**Run 1: routed metal, one colour a layer**

Bar = 20 microns.
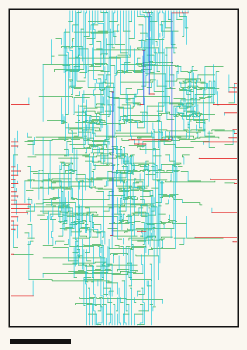
**Run 1: placement by cell class**

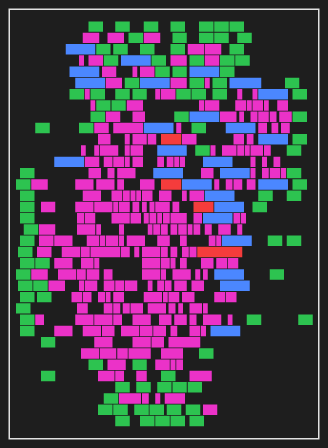
**Run 1: floorplan with the power grid**

Bar = 20 microns. Pins as bars on the die edge.
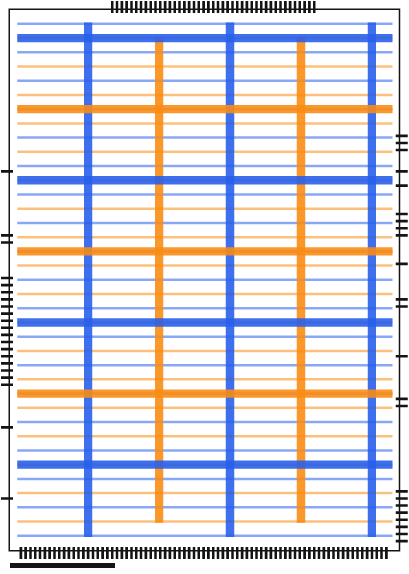
**Run 1: routed clock nets over the placement**

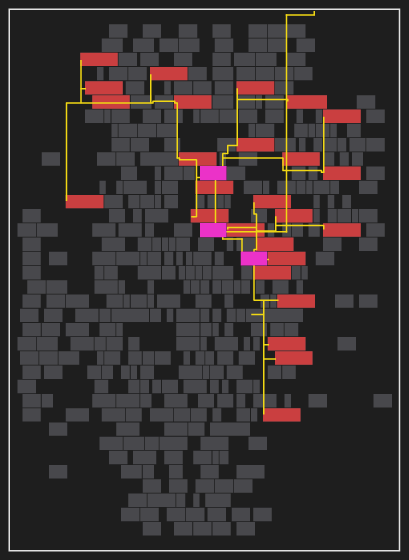
`src/rtl/boid_painter.sv`:
```
// boid_painter: two-pass rasterizer that erases previous and draws current boid pixels.
// Optional macro BOID_PAINT_CROSS_EN paints a 5-pixel plus per boid instead of one pixel.
module boid_painter #(
  parameter int num_boids = 2,
  parameter int SCREEN_W = 640,
  parameter int SCREEN_H = 480,
  parameter int FRAC_BITS = 16,
  parameter logic [7:0] BG_COLOR = 8'h00,
  parameter logic [7:0] BOID_COLOR = 8'hFF,
  localparam int IW = (num_boids > 1) ? $clog2(num_boids) : 1
) (
  input  logic          clk,
  input  logic          reset,
  input  logic          start,
  output logic          busy,
  output logic          done,
  output logic [IW-1:0] which_boid,
  output logic          rd_en,
  input  logic [31:0]   x_in,
  input  logic [31:0]   y_in,
  input  logic [31:0]   px_in,
  input  logic [31:0]   py_in,
  output logic [18:0]   pix_addr,
  output logic [7:0]    pix_data,
  output logic          pix_we,
  input  logic          pix_ready
);

  typedef enum logic [2:0] {
    IDLE, READ, LATCH, WRITE, NEXT, DONE
  } state_t;

  typedef enum logic {ERASE, DRAW} pass_t;

  state_t state, state_n;
  pass_t pass, pass_n;
  logic [IW-1:0] idx, idx_n;
  logic adv, last, pix_inb, wr_step;
  logic signed [31:0] cx, cy, ix, iy;
  logic [7:0] color;

  function automatic logic inb_f(input logic signed [31:0] x,
                                 input logic signed [31:0] y);
    return (x >= 0) && (x < SCREEN_W) && (y >= 0) && (y < SCREEN_H);
  endfunction

  function automatic logic [18:0] addr_f(input logic signed [31:0] x,
                                         input logic signed [31:0] y);
    return 19'(y * SCREEN_W + x);
  endfunction

  // Erase pass reads the old position, draw pass the new one.
  assign cx = (pass == DRAW) ? x_in : px_in;
  assign cy = (pass == DRAW) ? y_in : py_in;
  assign ix = cx >>> FRAC_BITS;
  assign iy = cy >>> FRAC_BITS;
  assign color = (pass == DRAW) ? BOID_COLOR : BG_COLOR;
  assign last = (idx == IW'(num_boids - 1));
  assign wr_step = (state == WRITE) && (!pix_inb || pix_ready);

`ifdef BOID_PAINT_CROSS_EN
  logic signed [31:0] bx_q, by_q, sx, sy;
  logic [2:0] sub;
  logic [7:0] data_q;

  // Latch the boid centre, then walk the five plus offsets.
  always_ff @(posedge clk) begin
    if (reset) begin
      bx_q <= '0;
      by_q <= '0;
      data_q <= '0;
      sub <= '0;
    end else if (state == LATCH) begin
      bx_q <= ix;
      by_q <= iy;
      data_q <= color;
      sub <= '0;
    end else if (wr_step && sub != 3'd4) begin
      sub <= sub + 3'd1;
    end
  end

  // Offset order: centre, left, right, up, down.
  always_comb begin
    sx = bx_q;
    sy = by_q;
    unique case (sub)
      3'd1: sx = bx_q - 32'sd1;
      3'd2: sx = bx_q + 32'sd1;
      3'd3: sy = by_q - 32'sd1;
      3'd4: sy = by_q + 32'sd1;
      default: ;
    endcase
  end

  assign pix_inb = (state == WRITE) && inb_f(sx, sy);
  assign pix_addr = pix_inb ? addr_f(sx, sy) : '0;
  assign pix_data = data_q;
`else
  logic inb_q;
  logic [18:0] addr_q;
  logic [7:0] data_q;

  // Register clip flag, address and colour of the single target pixel.
  always_ff @(posedge clk) begin
    if (reset) begin
      inb_q <= 1'b0;
      addr_q <= '0;
      data_q <= '0;
    end else if (state == LATCH) begin
      inb_q <= inb_f(ix, iy);
      data_q <= color;
      if (inb_f(ix, iy)) addr_q <= addr_f(ix, iy);
    end
  end

  assign pix_inb = inb_q;
  assign pix_addr = addr_q;
  assign pix_data = data_q;
`endif

  // Sweep state, boid index and pass registers.
  always_ff @(posedge clk) begin
    if (reset) begin
      state <= IDLE;
      pass <= ERASE;
      idx <= '0;
    end else begin
      state <= state_n;
      pass <= pass_n;
      idx <= idx_n;
    end
  end

  // Next-state logic; adv moves to the next boid, pass or completion.
  always_comb begin
    state_n = state;
    pass_n = pass;
    idx_n = idx;
    adv = 1'b0;
    unique case (state)
      IDLE: begin
        if (start) begin
          state_n = READ;
          idx_n = '0;
          pass_n = ERASE;
        end
      end
      READ: state_n = LATCH;
      LATCH: state_n = WRITE;
      WRITE: begin
`ifdef BOID_PAINT_CROSS_EN
        if (wr_step && sub == 3'd4) adv = 1'b1;
`else
        if (wr_step) state_n = NEXT;
`endif
      end
      NEXT: adv = 1'b1;
      DONE: state_n = IDLE;
      default: state_n = IDLE;
    endcase
    if (adv) begin
      if (!last) begin
        idx_n = idx + IW'(1);
        state_n = READ;
      end else if (pass == ERASE) begin
        pass_n = DRAW;
        idx_n = '0;
        state_n = READ;
      end else begin
        state_n = DONE;
      end
    end
  end

  assign busy = (state != IDLE);
  assign done = (state == DONE);
  assign rd_en = (state == READ);
  assign which_boid = idx;
  assign pix_we = (state == WRITE) && pix_inb;

endmodule

```
`config.mk`:
```
export PLATFORM = sky130hd
export DESIGN_NAME = boid_painter
export DESIGN_NICKNAME = d
export VERILOG_FILES = /design/src/rtl/boid_painter.sv
export SDC_FILE = /design/constraint.sdc
export NUM_CORES = 1
export LEC_CHECK = 0
export CORE_ASPECT_RATIO = 1.4
export CORE_UTILIZATION = 35
export CTS_CLUSTER_SIZE = 24
export DETAILED_ROUTE_END_ITERATION = 8
export PLACE_DENSITY = 0.78
export SYNTH_ARGS = -nofsm -noshare
export SYNTH_HDL_FRONTEND = slang
export SYNTH_SLANG_ARGS = --single-unit
```
`constraint.sdc`:
```
create_clock -name clk -period 9.3 [get_ports clk]
set_input_delay 1.395 -clock clk [delete_from_list [all_inputs] [get_ports clk]]
set_output_delay 1.395 -clock clk [all_outputs]
set_load 0.1 [all_outputs]
```
==> impl_metrics.json, run 1 <==
{
  "top_cell_area_share_pct": 20.3,
  "power_density_nw_per_um2": 108,
  "cp.required_ps": 9480,
  "ios": 164,
  "hold_path_class": "flop to flop",
  "min_period_over_period_pct": 52.4,
  "top_area_cell": "dfxtp_1",
  "area_growth_syn_to_layout_pct": 40.5,
  "synth.distinct_cells": 56,
  "ys_warn_count": 0,
  "outcome": "finished, final reports clean",
  "die_w_microns": 74.4,
  "path_clk_slew_ps": 80,
  "worstSetupPathType": "input pin to flop",
  "cts_resized": 0,
  "ys_sh_simple_pct": 18.6,
  "ant_nets": 0,
  "crit_path_max_fanout": 2,
  "synth_flops": 26,
  "aoi_share_pct": 15.1,
  "cts.sinks": 26,
  "topCombFamilyByArea": "simple AND/OR/NAND/NOR gates",
  "grt_pass1_wl_mm": 9.93,
  "grt_max_degree": 42,
  "grt_antenna_before_repair": 0,
  "fp_util_pct": 36.5,
  "place_congestion": 0.846,
  "vias": 2368,
  "first_pass_iters": 4,
  "period_minus_slack_ps": 4870,
  "netlist_area_sq_um": 2560,
  "numPortBuffers": 99,
  "vias_per_cell": 5.00,
  "numCtsBuffers": 3,
  "cts_tree": "built",
  "wl_per_cell_microns": 12.9,
  "slew_viol_final": 0,
  "worst_slew_pin_slew_ps": 1080
}
About 'routed metal, one colour a layer':
met3: drawn in red, wire length 162 microns. met2: drawn in cyan, wire length 3,360 microns. met4: drawn in blue, wire length 133 microns. met1: drawn in green, wire length 2,450 microns.
GRT Overall Usage: 16.2%
Routed WL: 6.11 mm

About 'placement by cell class':
all other logic: drawn in magenta, cells 250. clock drivers and dummy loads: drawn in red, cells 4. flip-flops: drawn in blue, cells 26. other buffers and delay cells: drawn in green, cells 99.
flop share of the area: 14.5%
Core Area: 7030 sq um
Site Rows: 36
Design Area, Final: 3600 sq um
Layout Utilization: 51.3%

About 'floorplan with the power grid':
VSS: drawn in blue. VDD: drawn in orange.
164 signal pins sit on the boundary. 5 straps on met4. The core has 36 rows. 7 straps on met5.

About 'routed clock nets over the placement':
flip-flops: drawn in red, count 26. cells driving clock nets: drawn in magenta, count 3. clock wires: drawn in yellow, length 314 microns.
There are 4 routed clock nets.

-- run 1: metrics by stage --
stage | instances | worst slack [ps] | utilization, % | hold WS [ps]
2_1_floorplan | 295 | 5000 | - | 446
6_report | 474 | 4430 | 51.3 | 454
3_3_place_gp | 470 | 4370 | 50.3 | 440
3_5_place_dp | 470 | 4220 | 50.3 | 447
5_1_grt | 474 | 4280 | 51.3 | 491
4_1_cts | 474 | 4470 | 51.3 | 460
-- run 1: layout make-up --
cell class	count	area (sq um)
clock inverter	1	30.0
tap	95	119
timing repair buffer	99	991
fill	681	3420
clock buffer	3	41.3
inverter	16	60.1
sequential	26	522
multi-input combinational	234	1840
-- run 1: synth_stat cells (3+ instances only) --
master    count
a21o_1        4
a21oi_1      21
a22oi_1       3
and3_1        3
and3b_1       3
buf_4         7
clkbuf_1      5
dfxtp_1      26
ha_1         29
inv_1        16
mux2_2       16
mux2_4        4
mux2i_1      18
nand2_1      20
nand3b_1      3
nor2_1       24
nor2b_1       3
nor3_1        9
o211ai_1      3
o21a_1        4
o21ai_0       9
o31ai_1       3
or2_2         3
or3_1         3
xnor2_1      14
-- run 1: final timing paths --
path / from / endpoint / slack (ps) / cells past startpoint
hold / removal: pix_addr[13]$_SDFFE_PP0P_ / pix_addr[13]$_SDFFE_PP0P_ / 450 / 2
hold reg to reg: pix_addr[13]$_SDFFE_PP0P_ / pix_addr[13]$_SDFFE_PP0P_ / 450 / 2
setup reg to reg: pass$_SDFF_PP0_ / pix_addr[18]$_SDFFE_PP0P_ / 4790 / 16
setup / recovery: y_in[20] / pix_addr[18]$_SDFFE_PP0P_ / 4430 / 17
-- run 1: cells by family (layout without fill, tap and decap cells) --
| kind of cell | Yosys count | in the layout |
|---|---|---|
| AOI/OAI and AO/OA | 60 | 60 |
| xor gates and xnor gates | 16 | 16 |
| adders and majority gates | 31 | 31 |
| buffers and inverters | 35 | 119 |
| DFF | 26 | 26 |
| muxes | 39 | 39 |
| and+or+nand+nor | 88 | 88 |
-- run 1: layer usage --
layer  vias to the layer above  track usage [%]  wire length (microns)
li1                       1209                -                      -
met1                      1103             18.4                   2450
met2                        48             30.6                   3360
met3                         8             1.55                    161
met4                         0             5.81                    132
met5                         -                0                      0
-- run 1: where the power goes --
| part | switching (uW) | total [uW] | internal (uW) |
|---|---|---|---|
| Sequential | 2.83 | 115 | 113 |
| Clock | 34.9 | 92.4 | 57.5 |
| Combinational | 89.6 | 181 | 91.6 |
| Total | 127 | 389 | 262 |
-- run 1: sequential cells by signal, indices dropped and copies added (netlist names) --
register / count
pix_addr: 19
pix_data: 1
which_boid: 1
state: 3
pass: 1
inb_q: 1
-- run 1: worst max-delay path, stage by stage --
cell	delay, ps
clkdlybuf4s50_1	390
mux2_2	290
ha_1	330
ha_1	300
a21o_1	170
a21oi_1	220
nor2b_1	90
o21a_1	190
nor2_1	130
xnor2_1	180
ha_1	280
a21oi_1	210
o21bai_1	80
a21oi_1	180
o21ai_0	160
or3b_1	390
o211ai_2	60
--- run 2 (diff from run 1) ---
CORE_UTILIZATION = 34   (was 35)
PLACE_DENSITY = 0.79   (was 0.78)
clock period = 4.4 ns   (was 9.3 ns; I/O delays follow)
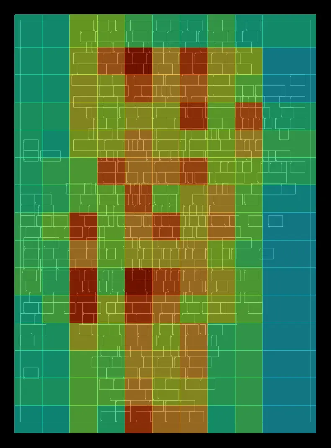
**Above:** run 2 (track usage over the die).
Layout Utilization: 49.6%
Routed wire per std cell: 13.0 microns
routing usage on met2: 31.2%
met3 Use GR: 2.03%
GRT Overall Usage: 16.4%

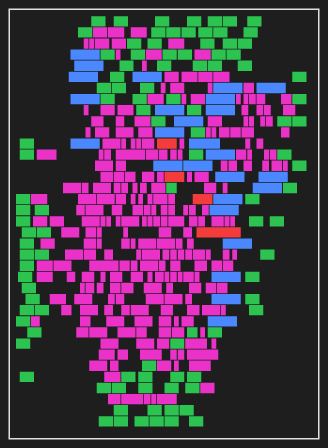
**Above:** run 2 (placement by cell class).
Design Area, Final: 3630 sq um
Core Area: 7310 sq um

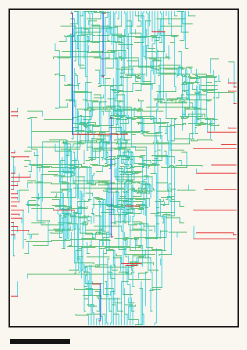
**Above:** run 2 (routed metal, one colour a layer).
Bar = 20 microns.
met3: drawn in red, wire length 213 microns. met2: drawn in cyan, wire length 3,430 microns. met4: drawn in blue, wire length 113 microns. met1: drawn in green, wire length 2,460 microns.
Routed WL: 6.22 mm
vias: 2,383

==> impl_metrics.json, run 2 <==
{
  "numPortBuffers": 99,
  "most_common_cell": "ha_1",
  "outcome": "finished, final reports clean",
  "dp.cells": 474,
  "fp_util_pct": 35.1,
  "reg2reg_setup_slack_ps": 380,
  "r2r-start": "pass$_SDFF_PP0_",
  "top_cell_area_share_pct": 20.3,
  "cts_tree": "built",
  "seqPwrFrac_pct": 29.5,
  "hold_path_class": "flop to flop",
  "r2r-end": "pix_addr[18]$_SDFFE_PP0P_",
  "worstSetupPathType": "input pin to flop",
  "grt_max_degree": 30,
  "cts_resized": 0,
  "reg2regPathDepth": 17,
  "path_clk_slew_ps": 80,
  "final_cells": 478,
  "cts.sinks": 26,
  "area_growth_syn_to_layout_pct": 41.4,
  "pwr-share-comb_pct": 47.1,
  "switching_share_pct": 32.8,
  "synth_flops": 26,
  "crit_path_max_fanout": 2,
  "met1_usage_pct": 17.9,
  "slew_viol_final": 0,
  "grt.busiest_layer": "met2",
  "synthTopCellsByCount": "29 x ha_1, 26 x dfxtp_1, 24 x nor2_1",
  "grt_pass1_wl_mm": 10.4,
  "row_count": 37
}
-- run 2: cell types whose count changed in the layout (fill, tap and decap cells not counted) --
cell and change:
buf_4 +2, mux2i_1 -1, mux2i_2 +1
-- run 2: cell type report --
type,count,area (sq um)
fillers,736,3690
multi-input cells,234,1850
repair buffers,101,1010
flip-flops and latches,26,522
well taps,97,121
inverters,16,60.1
clock buffers,3,41.3
clock inverters,1,30.0
-- run 2: worst min path at each step --
stage / cells after the start / to / from / slack, ps
after detailed placement: 2 / pix_addr[14]$_SDFFE_PP0P_ / pix_addr[14]$_SDFFE_PP0P_ / 450
final: 2 / pix_addr[14]$_SDFFE_PP0P_ / pix_addr[14]$_SDFFE_PP0P_ / 450
after global routing: 2 / pix_addr[14]$_SDFFE_PP0P_ / pix_addr[14]$_SDFFE_PP0P_ / 470
after global placement: 2 / pix_addr[8]$_SDFFE_PP0P_ / pix_addr[8]$_SDFFE_PP0P_ / 440
after CTS: 2 / pix_addr[14]$_SDFFE_PP0P_ / pix_addr[14]$_SDFFE_PP0P_ / 460
after floorplan: 2 / inb_q$_SDFFE_PP0P_ / inb_q$_SDFFE_PP0P_ / 450
-- run 2: logic make-up (layout without fill, tap and decap cells) --
group           Yosys count  count (layout)  synth area share, %
simple gates             88              88                 18.6
compound gates           60              60                 15.1
mux                      39              39                 16.9
buf+inv                  35             121                 7.90
fa+ha+maj                31              31                 15.7
flops                    26              26                 20.3
xor+xnor                 16              16                 5.46
-- run 2: layer usage --
metal,share of wire [%],wire length [microns],up-vias
met2,55,3430,56
met1,40,2460,1103
met3,3.4,212,8
met4,1.8,112,0
li1,-,-,1216
met5,0,0,-
-- run 2: critical path, cell delays in order --
cell             delay, ps
clkdlybuf4s50_1        400
mux2_2                 290
ha_1                   330
ha_1                   300
a21o_1                 180
a21oi_1                260
nor2b_1                 90
o21a_1                 200
nor2_1                 120
xnor2_1                170
ha_1                   280
a21oi_1                200
o21bai_1                90
a21oi_1                160
o21ai_0                140
or3b_1                 380
o211ai_2                60
-- run 2: through the flow --
step | setup slack (ps) | instance area, sq um | hold slack [ps]
final | 271 | 3630 | 452
after global routing | 44.2 | 3630 | 467
after CTS | 314 | 3620 | 458
after detailed placement | 50.3 | 3550 | 446
after global placement | 175 | 3550 | 440
after floorplan | 263 | 2560 | 446
-- run 2: power groups by stage --
stage / registers [uW] / logic, uW / clock network [uW]
2_1_floorplan: 247 / 272 / 0
3_3_place_gp: 249 / 375 / 0
5_1_grt: 245 / 431 / 206
4_1_cts: 244 / 388 / 197
3_5_place_dp: 249 / 385 / 0
6_report: 244 / 389 / 192
--- run 3 (diff from run 2) ---
CTS_BUF_LIST = sky130_fd_sc_hd__clkbuf_8   (was default)
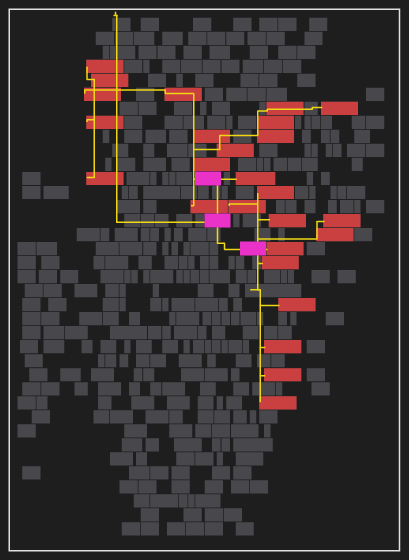
**Above:** run 3 (routed clock nets over the placement).
flip-flops: drawn in red, count 26. clock wires: drawn in yellow, length 272 microns. cells driving clock nets: drawn in magenta, count 3.
There are 4 routed clock nets.

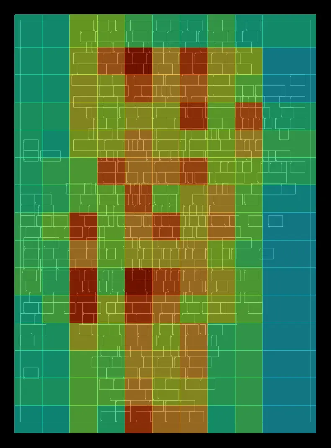
**Above:** run 3 (track usage over the die).
gr busiest metal: met2
met1 usage: 17.9%

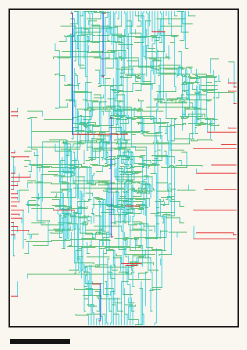
**Above:** run 3 (routed metal, one colour a layer).
Bar = 20 microns.
met3: drawn in red, wire length 213 microns. met1: drawn in green, wire length 2,460 microns. met4: drawn in blue, wire length 113 microns. met2: drawn in cyan, wire length 3,430 microns.

==> impl_metrics.json, run 3 <==
{
  "cts_tree": "built",
  "crit_path_max_fanout": 2,
  "grt_antenna_before_repair": 0,
  "path_clk_slew_ps": 80,
  "worstSetupPathType": "input pin to flop",
  "ys_sh_adder_pct": 15.7,
  "cp.required_ps": 4580,
  "numCtsBuffers": 3,
  "outcome": "finished, final reports clean",
  "ys_warn_count": 0,
  "area_growth_syn_to_layout_pct": 41.4,
  "power_density_nw_per_um2": 228,
  "period_minus_slack_ps": 4130,
  "synth.distinct_cells": 56,
  "totalWireLength_mm": 6.22,
  "netlist_area_sq_um": 2560,
  "final_cells": 478,
  "synth_flops": 26,
  "largest_register_ffs": 19,
  "ant_nets": 0,
  "grt_pass1_wl_mm": 10.4,
  "hold_ws_ps": 452,
  "ios": 164,
  "first_pass_iters": 4,
  "postLayoutCoreUtil_pct": 49.6,
  "fp_util_pct": 35.1
}
## run 3: cell counts after synthesis
No cell type changed its count.
## run 3: area by class of cell
class / count / area (sq um)
tap: 97 / 121
clock inverter: 1 / 30.0
timing repair buffer: 101 / 1010
clock buffer: 3 / 41.3
multi-input combinational: 234 / 1850
sequential: 26 / 522
fill: 736 / 3690
inverter: 16 / 60.1
## run 3: stage by stage
stage          area [sq um]  setup slack, ps
2_1_floorplan          2560              263
3_3_place_gp           3550              175
3_5_place_dp           3550             50.3
4_1_cts                3620              314
5_1_grt                3630             44.2
6_report               3630              271
## run 3: logic make-up (layout without fill, tap and decap cells)
family / after synthesis / after routing
and+or+nand+nor: 88 / 88
buffers and inverters: 35 / 121
muxes: 39 / 39
xor gates and xnor gates: 16 / 16
DFF: 26 / 26
AOI/OAI and AO/OA: 60 / 60
adders and majority gates: 31 / 31
## run 3: critical path, cell delays in order
cell,delay [ps]
clkdlybuf4s50_1,400
mux2_2,290
ha_1,330
ha_1,300
a21o_1,180
a21oi_1,260
nor2b_1,90
o21a_1,200
nor2_1,120
xnor2_1,170
ha_1,280
a21oi_1,200
o21bai_1,90
a21oi_1,160
o21ai_0,140
or3b_1,380
o211ai_2,60
## run 3: worst paths after layout
kind / slack, ps / to / cells after the start
worst min-delay path: 450 / pix_addr[14]$_SDFFE_PP0P_ / 2
worst max-delay path: 270 / pix_addr[18]$_SDFFE_PP0P_ / 17
worst min register to register: 450 / pix_addr[14]$_SDFFE_PP0P_ / 2
worst max register to register: 380 / pix_addr[18]$_SDFFE_PP0P_ / 17
## run 3: layer usage
layer / part of all wire [%] / global-route usage [%] / vias to the layer above
met5: 0 / 0 / -
met2: 55 / 31.2 / 56
met1: 40 / 17.9 / 1103
met4: 1.8 / 4.89 / 0
met3: 3.4 / 2.03 / 8
li1: - / - / 1216
## run 3: repair_timing
item | 4_1_cts | 5_1_grt
hold buffers | 0 | 0
resized | 0 | 1
endpoints found under the setup margin | 0 | 1
## run 3: where the power goes
part	total, uW	internal (uW)	switching (uW)
Combinational	389	195	194
Clock	192	122	70.9
Sequential	244	238	5.84
Total	825	554	271
No activity file was given, so power comes from the tool's default toggle rates.
